[config.mk]
export PLATFORM = sky130hd
export DESIGN_NAME = mips_run_monitor
export DESIGN_NICKNAME = d
export VERILOG_FILES = /design/src/rtl/mips_run_monitor.sv
export SDC_FILE = /design/constraint.sdc
export NUM_CORES = 1
export LEC_CHECK = 0
export ABC_CLOCK_PERIOD_IN_PS = 4900
export CORE_ASPECT_RATIO = 1.2
export CORE_MARGIN = 5
export CORE_UTILIZATION = 40
export DETAILED_ROUTE_END_ITERATION = 6
export HOLD_SLACK_MARGIN = 0.03
export MAX_ROUTING_LAYER = met4
export PLACE_DENSITY = 0.68
export REMOVE_ABC_BUFFERS = 1
export SYNTH_ARGS = -nofsm -noshare
export SYNTH_HDL_FRONTEND = slang
export SYNTH_SLANG_ARGS = --single-unit
export TNS_END_PERCENT = 1
[constraint.sdc]
create_clock -name clk_i -period 4.9 [get_ports clk_i]
set_input_delay 0.49 -clock clk_i [delete_from_list [all_inputs] [get_ports clk_i]]
set_output_delay 0.49 -clock clk_i [all_outputs]
set_load 0.005 [all_outputs]
[src/rtl/mips_run_monitor.sv]
// Run monitor for a MIPS core under test: detects the start of a program run at the
// reset vector, gathers cycle/fetch/redirect statistics, and latches a pass/fail
// verdict when the program halts or overruns its cycle budget.
module mips_run_monitor #(
  parameter logic [31:0] RESET_VECTOR   = 32'hBFC00000,
  parameter logic [31:0] HALT_ADDR      = 32'h00000000,
  parameter int unsigned TIMEOUT_CYCLES = 1000
) (
  input  logic        clk_i,
  input  logic        reset_ni,
  input  logic        clk_enable_i,
  input  logic        active_i,
  input  logic [31:0] instr_address_i,
  input  logic [31:0] register_v0_i,
  input  logic [31:0] expected_v0_i,
  output logic [1:0]  state_o,
  output logic        done_o,
  output logic        pass_o,
  output logic        fail_o,
  output logic [31:0] cycle_count_o,
  output logic [31:0] fetch_count_o,
  output logic [31:0] redirect_count_o,
  output logic [31:0] final_v0_o
);

  typedef enum logic [1:0] {
    StIdle    = 2'd0,
    StRun     = 2'd1,
    StHalted  = 2'd2,
    StTimeout = 2'd3
  } state_e;

  // Pre-increment cycle count on the edge that exhausts the budget.
  localparam logic [31:0] TimeoutLast = 32'(TIMEOUT_CYCLES - 1);

  state_e      state_q, state_d;
  logic [31:0] cycle_q, cycle_d;
  logic [31:0] fetch_q, fetch_d;
  logic [31:0] redirect_q, redirect_d;
  logic [31:0] prev_addr_q, prev_addr_d;
  logic [31:0] final_v0_q, final_v0_d;
  logic        pass_q, pass_d;
  logic        fail_q, fail_d;
  logic        halt;
  logic        v0_match;

  assign halt     = (instr_address_i == HALT_ADDR) || !active_i;
  assign v0_match = (register_v0_i == expected_v0_i);

  // Next-state: start on reset-vector fetch, accumulate statistics, resolve verdict.
  always_comb begin
    state_d     = state_q;
    cycle_d     = cycle_q;
    fetch_d     = fetch_q;
    redirect_d  = redirect_q;
    prev_addr_d = prev_addr_q;
    final_v0_d  = final_v0_q;
    pass_d      = pass_q;
    fail_d      = fail_q;
    if (clk_enable_i) begin
      case (state_q)
        StIdle: begin
          if (instr_address_i == RESET_VECTOR) begin
            state_d     = StRun;
            cycle_d     = 32'd1;
            fetch_d     = 32'd1;
            redirect_d  = 32'd0;
            prev_addr_d = instr_address_i;
          end
        end
        StRun: begin
          cycle_d = (cycle_q == 32'hFFFFFFFF) ? cycle_q : cycle_q + 32'd1;
          // A stalled PC is not a new fetch; a non-sequential move is a redirect.
          if (instr_address_i != prev_addr_q) begin
            fetch_d = fetch_q + 32'd1;
            if (instr_address_i != prev_addr_q + 32'd4) begin
              redirect_d = redirect_q + 32'd1;
            end
          end
          prev_addr_d = instr_address_i;
          // Halt takes priority over a coincident timeout.
          if (halt) begin
            state_d    = StHalted;
            final_v0_d = register_v0_i;
            pass_d     = v0_match;
            fail_d     = !v0_match;
          end else if (cycle_q == TimeoutLast) begin
            state_d    = StTimeout;
            final_v0_d = register_v0_i;
            pass_d     = 1'b0;
            fail_d     = 1'b1;
          end
        end
        default: ;  // HALTED and TIMEOUT hold until reset
      endcase
    end
  end

  // State and statistics registers, cleared asynchronously.
  always_ff @(posedge clk_i or negedge reset_ni) begin
    if (!reset_ni) begin
      state_q     <= StIdle;
      cycle_q     <= 32'd0;
      fetch_q     <= 32'd0;
      redirect_q  <= 32'd0;
      prev_addr_q <= 32'd0;
      final_v0_q  <= 32'd0;
      pass_q      <= 1'b0;
      fail_q      <= 1'b0;
    end else begin
      state_q     <= state_d;
      cycle_q     <= cycle_d;
      fetch_q     <= fetch_d;
      redirect_q  <= redirect_d;
      prev_addr_q <= prev_addr_d;
      final_v0_q  <= final_v0_d;
      pass_q      <= pass_d;
      fail_q      <= fail_d;
    end
  end

  assign state_o          = state_q;
  assign done_o           = (state_q == StHalted) || (state_q == StTimeout);
  assign pass_o           = pass_q;
  assign fail_o           = fail_q;
  assign cycle_count_o    = cycle_q;
  assign fetch_count_o    = fetch_q;
  assign redirect_count_o = redirect_q;
  assign final_v0_o       = final_v0_q;

endmodule

==> flow_metrics.py <==
# Synthesis and PnR figures
metrics = {
    "run_status": {
        "outcome": "finished, final reports clean",
    },
    "clock_tree": {
        "cts_tree": "done",
        "htreeDepth": 4,
        "cts-root-buf": "clkbuf_16",
        "path_clk_slew_ns": 0.07,
    },
    "finish": {
        "area_growth_syn_to_layout_pct": 34.64,
        "fin_area_um2": 12480,
        "final-comb-area_um2": 4896,
        "final_common_cell": "clkdlybuf4s50_1",
        "final_cells": 1490,
    },
    "critical_path": {
        "end_kind": "flip-flop",
        "critPathKind": "reg -> reg",
        "r2r_cells": 9,
        "worstPathCellList": "nand4_1 -> nor4_4 -> and2_1 -> xor2_1 -> o211ai_1 -> a221oi_2 -> a211oi_2 -> a31o_2 -> a21oi_1",
        "endpoint": "redirect_count_o[31]$_DFFE_PN0P_",
        "required_ns": 5.24,
        "crit_start": "prev_addr_q[4]$_DFFE_PN0P_",
        "cp_max_fo": 13,
        "cp.depth": 9,
        "r2r-start": "prev_addr_q[4]$_DFFE_PN0P_",
        "reg2reg_slack_ns": 0.98,
    },
    "yosys": {
        "async_flop_share_pct": 100.0,
        "synthFlopType": "dfrtp_1",
        "yosysTopAreaCell": "dfrtp_1",
        "ys_types": 64,
        "netlist_instances": 948,
        "edf_count": 0,
        "top_area_share_pct": 44.26,
        "yosysWarnings": 0,
    },
    "final_timing": {
        "setup_violations": 0,
        "finalCriticalPeriod_ns": 3.916,
        "period_used_pct": 79.91,
        "slew_violations": 0,
        "grt_setup_unrepaired": "no",
    },
    "global_routing": {
        "grt_overflow_total": 0,
        "grt_pass1_vias": 7850,
    },
    "die": {
        "fp_util_pct": 40.23,
        "core-area_um2": 23050,
        "die_area_um2": 26340,
    },
    "pwr": {
        "powerDensity_nw_per_um2": 231.0,
    },
    "job": {
        "drv_cap": 0,
    },
    "routing": {
        "route.antenna.remaining_nets": 0,
    },
}
-- per-stage QoR --
stage / worst slack [ns] / power, mW / TNS (ns) / hold WS [ns]
floorplan: -0.5245 / 1.436 / -32.94 / 0.1944
global placement: 0.8034 / 1.582 / 0 / 0.4621
detailed placement: 0.6080 / 1.583 / 0 / 0.4707
CTS: 1.035 / 2.921 / 0 / 0.1704
global route: 0.6841 / 2.995 / 0 / 0.1879
finish: 0.9844 / 2.884 / 0 / 0.1247
-- cell families (layout without fill, tap and decap cells) --
group | after synthesis | after routing | synth area share, %
DFF | 164 | 164 | 44.26
AOI/OAI and AO/OA | 109 | 109 | 7.921
xor gates and xnor gates | 141 | 141 | 13.48
and+or+nand+nor | 398 | 398 | 23.25
muxes | 62 | 62 | 7.529
buffers and inverters | 70 | 297 | 3.023
adders and majority gates | 4 | 4 | 0.5398
-- report_power, final --
part	switching, mW	internal [mW]	leakage, nW
Sequential	0	1.35	2.22
Clock	0.646	0.684	0.281
Combinational	0.0930	0.109	2.73
Total	0.739	2.14	5.23
-- per-layer routing --
metal	GRT usage (%)	part of all wire [%]	vias to the layer above
met5	-	0	-
met4	6.410	2.6	0
met3	3.689	4.2	44
met2	33.27	51	220
met1	25.44	42	3830
li1	-	-	3843
-- state kept, by name, summed over array words and instances (netlist names) --
name	flops
redirect_count_o	32
fail_o	1
final_v0_o	32
pass_o	1
cycle_count_o	32
fetch_count_o	32
prev_addr_q	32
state_o	2
-- final cells by class --
cell class / count / area share, %
Inverter: 24 / 0.7216
Timing Repair Buffer: 241 / 19.35
Sequential cell: 164 / 32.87
Multi-Input combinational cell: 714 / 39.22
Clock buffer: 17 / 3.407
Clock inverter: 15 / 1.273
Tap cell: 315 / 3.157
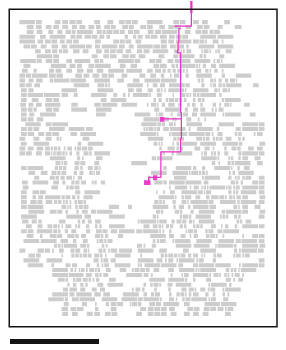
Fig. 1. I/O nets highlighted.
The bar under the picture is 50 um long.
clk_enable_i: marked magenta, bits 1, direction input, edge north, end cells 3, buffers 1, wire 139 um.
Top Ports: 233
I/O Buffers: 232

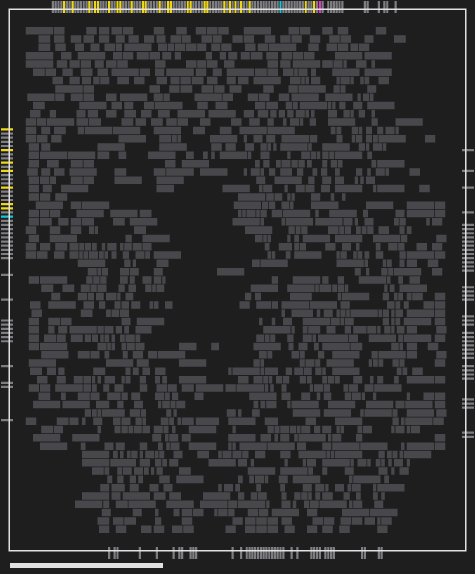
Fig. 2. Pin placement.
The bar under the picture is 50 um long. Pins as bars across the die edge, other pins in grey.
clk_enable_i: marked magenta, pins 1, direction input, edge north. final_v0_o: marked yellow, pins 32, direction output, edge 25 north, 7 west. state_o: marked cyan, pins 2, direction output, edge 1 west, 1 north.
All pins by edge: 109 north, 44 west, 41 south, 39 east.

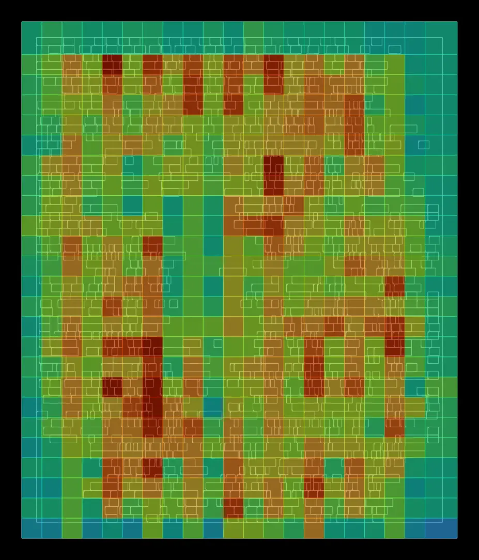
Fig. 3. Routing congestion.
final design utilization: 54.16%
Global Route met1 Usage: 25.44%
WL/cell: 17.37 um
M2 GR Usage: 33.27%

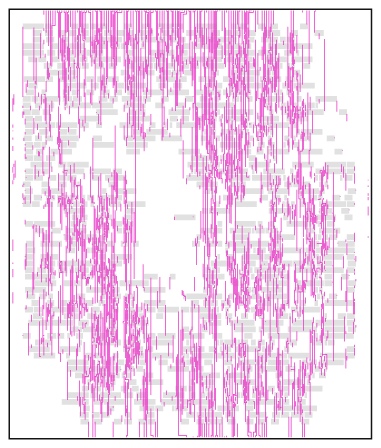
Fig. 4. The metal 2 layer.
Cells faint in the background.
The layer carries 13200 um of wire. The wires run mostly vertical.
via count: 7937
drt total wl: 25.88 mm

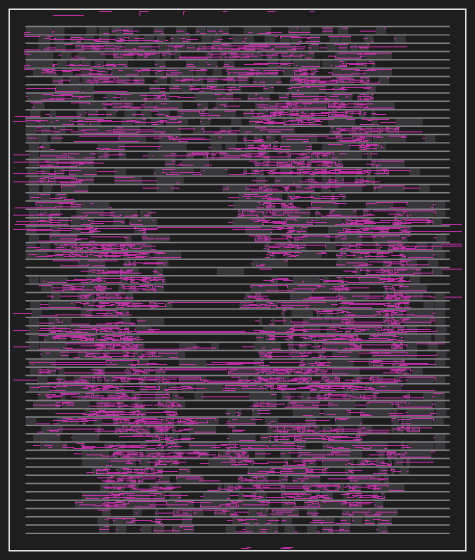
Fig. 5. M1 wires.
Supply wires on this layer in grey. Cells faint in the background.
The layer carries 10900 um of wire. 1115 nets have wire on it. The longest straight run is 49.7 um.

Power figures rest on the tool's default switching activity, not on a simulated workload.
